### src/rtl/pipeline_pkg.sv
// Shared pipeline definitions: field widths, hazard FSM states and the opcode table
// used by both the decoder and the hazard/stall controller.
package pipeline_pkg;

    localparam int OPC_W = 4;
    localparam int REG_W = 4;

    typedef enum logic [OPC_W-1:0] {
        OP_ADD = 4'h0,
        OP_SUB = 4'h1,
        OP_AND = 4'h2,
        OP_OR  = 4'h3,
        OP_XOR = 4'h4,
        OP_SLT = 4'h5,
        OP_SHL = 4'h6,
        OP_SHR = 4'h7,
        OP_ADDI = 4'h8,
        OP_LW  = 4'h9,
        OP_SW  = 4'hA,
        OP_BEQ = 4'hB,
        OP_BNE = 4'hC,
        OP_JMP = 4'hD,
        OP_MD  = 4'hE,
        OP_NOP = 4'hF
    } opcode_t;

    localparam logic [OPC_W-1:0] MD_OPCODE = OP_MD;

    typedef enum logic {
        RUN     = 1'b0,
        MD_BUSY = 1'b1
    } hz_state_t;

endpackage

### src/rtl/stall_cycle_counter.sv
// Saturating 16-bit count of cycles in which the PC was held.
module stall_cycle_counter (
    input  logic        clk,
    input  logic        rest,
    input  logic        inc,
    output logic [15:0] count
);

    always_ff @(posedge clk) begin
        if (!rest) begin
            count <= 16'h0000;
        end else if (inc && (count != 16'hFFFF)) begin
            count <= count + 16'h0001;
        end
    end

endmodule

### src/rtl/hazard_stall_ctrl.sv
// Hazard/stall controller: load-use bubble, taken-branch flush, multi-cycle MD hold.
// Optional stall statistics counter built only when STALL_COUNT_EN is defined.
module hazard_stall_ctrl
    import pipeline_pkg::*;
#(
    parameter int MD_CYCLES = 4
) (
    input  logic             clk,
    input  logic             rest,
    input  logic             id_valid,
    input  logic [REG_W-1:0] id_rs,
    input  logic [REG_W-1:0] id_rt,
    input  logic             id_uses_rt,
    input  logic             ex_valid,
    input  logic [OPC_W-1:0] ex_opcode,
    input  logic             ex_mem_read,
    input  logic [REG_W-1:0] ex_rt,
    input  logic             ex_branch_taken,
    output logic             pc_freeze,
    output logic             ifid_freeze,
    output logic             ifid_flush,
    output logic             idex_freeze,
    output logic             idex_bubble,
    output logic             exmem_bubble,
    output logic             md_done,
    output logic [15:0]      stall_cycles
);

    localparam int CNT_W = $clog2(MD_CYCLES + 1);
    localparam logic [CNT_W-1:0] MD_LOAD = CNT_W'(MD_CYCLES - 1);

    hz_state_t        state;
    logic [CNT_W-1:0] md_cnt;
    logic             md_in_ex;
    logic             load_use;

    assign md_in_ex = ex_valid && (ex_opcode == MD_OPCODE);
    // Register 0 never carries a dependency, so a load into it needs no stall.
    assign load_use = ex_valid && ex_mem_read && id_valid && (ex_rt != '0) &&
                      ((ex_rt == id_rs) || (id_uses_rt && (ex_rt == id_rt)));

    always_ff @(posedge clk) begin
        if (!rest) begin
            state  <= RUN;
            md_cnt <= '0;
        end else begin
            case (state)
                RUN: begin
                    if (!ex_branch_taken && md_in_ex) begin
                        state  <= MD_BUSY;
                        md_cnt <= MD_LOAD;
                    end
                end
                MD_BUSY: begin
                    if (md_cnt > CNT_W'(1)) begin
                        md_cnt <= md_cnt - CNT_W'(1);
                    end else begin
                        md_cnt <= '0;
                        state  <= RUN;
                    end
                end
                default: state <= RUN;
            endcase
        end
    end

    always_comb begin
        pc_freeze    = 1'b0;
        ifid_freeze  = 1'b0;
        ifid_flush   = 1'b0;
        idex_freeze  = 1'b0;
        idex_bubble  = 1'b0;
        exmem_bubble = 1'b0;
        md_done      = 1'b0;
        if (!rest) begin
            idex_bubble  = 1'b1;
            exmem_bubble = 1'b1;
        end else begin
            case (state)
                RUN: begin
                    if (ex_branch_taken) begin
                        ifid_flush  = 1'b1;
                        idex_bubble = 1'b1;
                    end else if (md_in_ex) begin
                        pc_freeze    = 1'b1;
                        ifid_freeze  = 1'b1;
                        idex_freeze  = 1'b1;
                        exmem_bubble = 1'b1;
                    end else if (load_use) begin
                        pc_freeze   = 1'b1;
                        ifid_freeze = 1'b1;
                        idex_bubble = 1'b1;
                    end
                end
                // EX is owned by the MD op here, so branch and load-use inputs are ignored.
                MD_BUSY: begin
                    if (md_cnt > CNT_W'(1)) begin
                        pc_freeze    = 1'b1;
                        ifid_freeze  = 1'b1;
                        idex_freeze  = 1'b1;
                        exmem_bubble = 1'b1;
                    end else if (md_cnt == CNT_W'(1)) begin
                        md_done = 1'b1;
                    end
                end
                default: ;
            endcase
        end
    end

`ifdef STALL_COUNT_EN
    stall_cycle_counter u_stall_cnt (
        .clk   (clk),
        .rest  (rest),
        .inc   (pc_freeze),
        .count (stall_cycles)
    );
`else
    assign stall_cycles = 16'h0000;
`endif

endmodule

### config.mk
export PLATFORM = sky130hd
export DESIGN_NAME = hazard_stall_ctrl
export DESIGN_NICKNAME = d
export VERILOG_FILES = /design/src/rtl/pipeline_pkg.sv /design/src/rtl/stall_cycle_counter.sv /design/src/rtl/hazard_stall_ctrl.sv
export SDC_FILE = /design/constraint.sdc
export NUM_CORES = 1
export LEC_CHECK = 0
export ABC_CLOCK_PERIOD_IN_PS = 3820
export CAP_MARGIN = 20
export CORE_ASPECT_RATIO = 0.8
export CORE_MARGIN = 4
export CORE_UTILIZATION = 34
export CTS_CLUSTER_DIAMETER = 80
export DETAILED_ROUTE_END_ITERATION = 16
export PLACE_DENSITY_LB_ADDON = 0.15
export SETUP_SLACK_MARGIN = 0.05
export SYNTH_ARGS = -nofsm -noshare
export SYNTH_HDL_FRONTEND = slang
export SYNTH_SLANG_ARGS = --single-unit
export TNS_END_PERCENT = 20
### constraint.sdc
create_clock -name clk -period 3.82 [get_ports clk]
set_input_delay 0.573 -clock clk [delete_from_list [all_inputs] [get_ports clk]]
set_output_delay 0.573 -clock clk [all_outputs]
set_load 0.1 [all_outputs]
==> impl_metrics.toml <==
# implementation run metrics
[status]
status = "finished clean"

[detailed_routing]
drtAntennaViolNets = 0
drt_iter0_drc = 14
drt-total-wl_mm = 1.30

[finish]
seq_share = 0.0997
clkbuf_count = 3
layoutNonFillerInstCount = 119
nFillCells = 139
fin_nets = 125
logic_area_um2 = 379
largest_class = "logic gates"
nNonClkBuffers = 29
comb_area_frac = 0.472

[final_timing]
hold_viol = 0
setup_tns_ps = 0
max_freq_ghz = 0.348

[power_and_ir_drop]
internal-power_uw = 109
swShare = 0.526
ir_drop_uv = 178
p_switching_uw = 121

[global_routing]
grt_max_degree = 9
antenna_found_initial = 0

[die]
taps = 21
fp-utilization = 0.379

[critical_path]
cp_cell_sequence = "clkdlybuf4s50_1 -> xor2_1 -> nor4_2 -> a22oi_1 -> a221oi_2 -> buf_4"
worst_setup_path_start_kind = "input port"
path_class = "in -> out"

[worst_hold_path]
hold_class = "reg -> reg"

[place]
placed_area_um2 = 781
post-place-cells = 116

[flow_run]
openroad.warnings = 27

[clock_network]
clk_path_buf_depth = 2
worst register-to-register path: stages (launching register included):
cell,delay (ps)
dfxtp_1,320
inv_1,70
ha_1,190
o21bai_1,170
and2_4,150
nand2b_4,160
a221oi_1,210
sequential cells by signal, indices dropped and copies added (netlist names):
signal,count
state,1
md_cnt,3
Yosys cell counts, drive strengths merged, types with 2 or more instances:
cell	count	area (um^2)
dfxtp	4	80.1
nand3	2	10.0
a21oi	2	10.0
nor4	2	25.0
and2	2	15.0
a221oi	2	23.8
buf	17	128
inv	6	22.5
and3	2	12.5
nor2	3	11.3
ha	2	25.0
nand2	3	11.3
xor2	8	70.1
power by group through the flow:
| stage | Clock, mW | Combinational [mW] | Sequential, mW |
|---|---|---|---|
| floorplan | 0 | 0.114 | 0.0438 |
| global placement | 0 | 0.134 | 0.0441 |
| detailed placement | 0 | 0.134 | 0.0441 |
| CTS | 0.0555 | 0.134 | 0.0435 |
| global route | 0.0569 | 0.140 | 0.0436 |
| finish | 0.0527 | 0.134 | 0.0435 |
worst paths after layout:
check	startpoint	to	slack, ps	cells after the start
max	ex_rt[3]	ifid_freeze	950	6
max reg2reg	md_cnt[1]	md_cnt[1]	2460	6
min	md_cnt[2]	md_cnt[2]	510	2
min reg2reg	md_cnt[2]	md_cnt[2]	510	2
placed cells by master (no fill, tap or decap), drive strengths merged, types with 3 or more instances in the layout:
cell	count
clkdlybuf4s50	22
conb	16
xor2	8
buf	7
inv	6
dfxtp	4
nor2	3
nand2	3
clkbuf	3
cell families (layout without fill, tap and decap cells):
logic type,after synthesis,count (layout),synth area share
buffers and inverters,24,38,0.278
adder cells (fa/ha/maj),2,2,0.0448
XOR/XNOR,8,8,0.126
AND/OR/NAND/NOR,19,19,0.242
flip-flops,4,4,0.144
AND-OR/OR-AND,11,11,0.159
other,1,16,0.00672
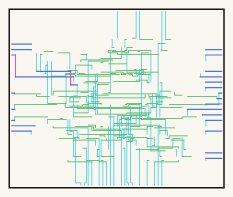
metal_stack.png
Scale: 4 px per um.
met2: shown in cyan, wire length 551 um. met1: shown in green, wire length 631 um. met3: shown in blue, wire length 107 um. met4: shown in magenta, wire length 8.80 um.

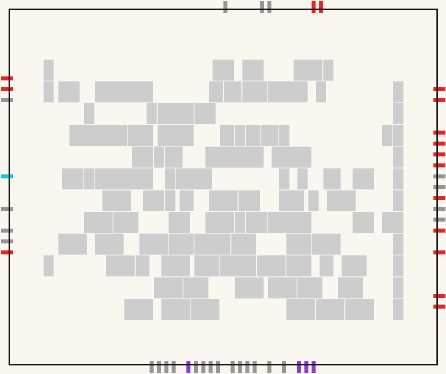
pins.png
Scale: 8 px per um. Pins as bars across the die edge, other pins in grey.
idex_freeze: shown in cyan, pins 1, direction output, edge left. stall_cycles: shown in red, pins 16, direction output, edge 11 right, 3 left, 2 top. id_rt: shown in purple, pins 4, direction input, edge bottom.
All pins by edge: 18 bottom, 15 right, 8 left, 5 top.
Buffers on Ports: 29
die width: 53.3 um
Die Height: 44.2 um

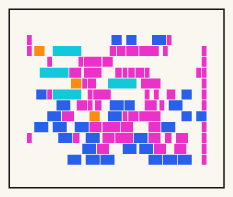
cell_classes.png
Scale: 4 px per um.
flip-flops: shown in cyan, cells 4. all other logic: shown in magenta, cells 62. other buffers and delay cells: shown in blue, cells 29. cells driving clock nets: shown in orange, cells 3.
final core occ: 0.546
num rows: 12
core area: 0.00147 mm^2

Power is estimated from default activity; no workload was simulated.
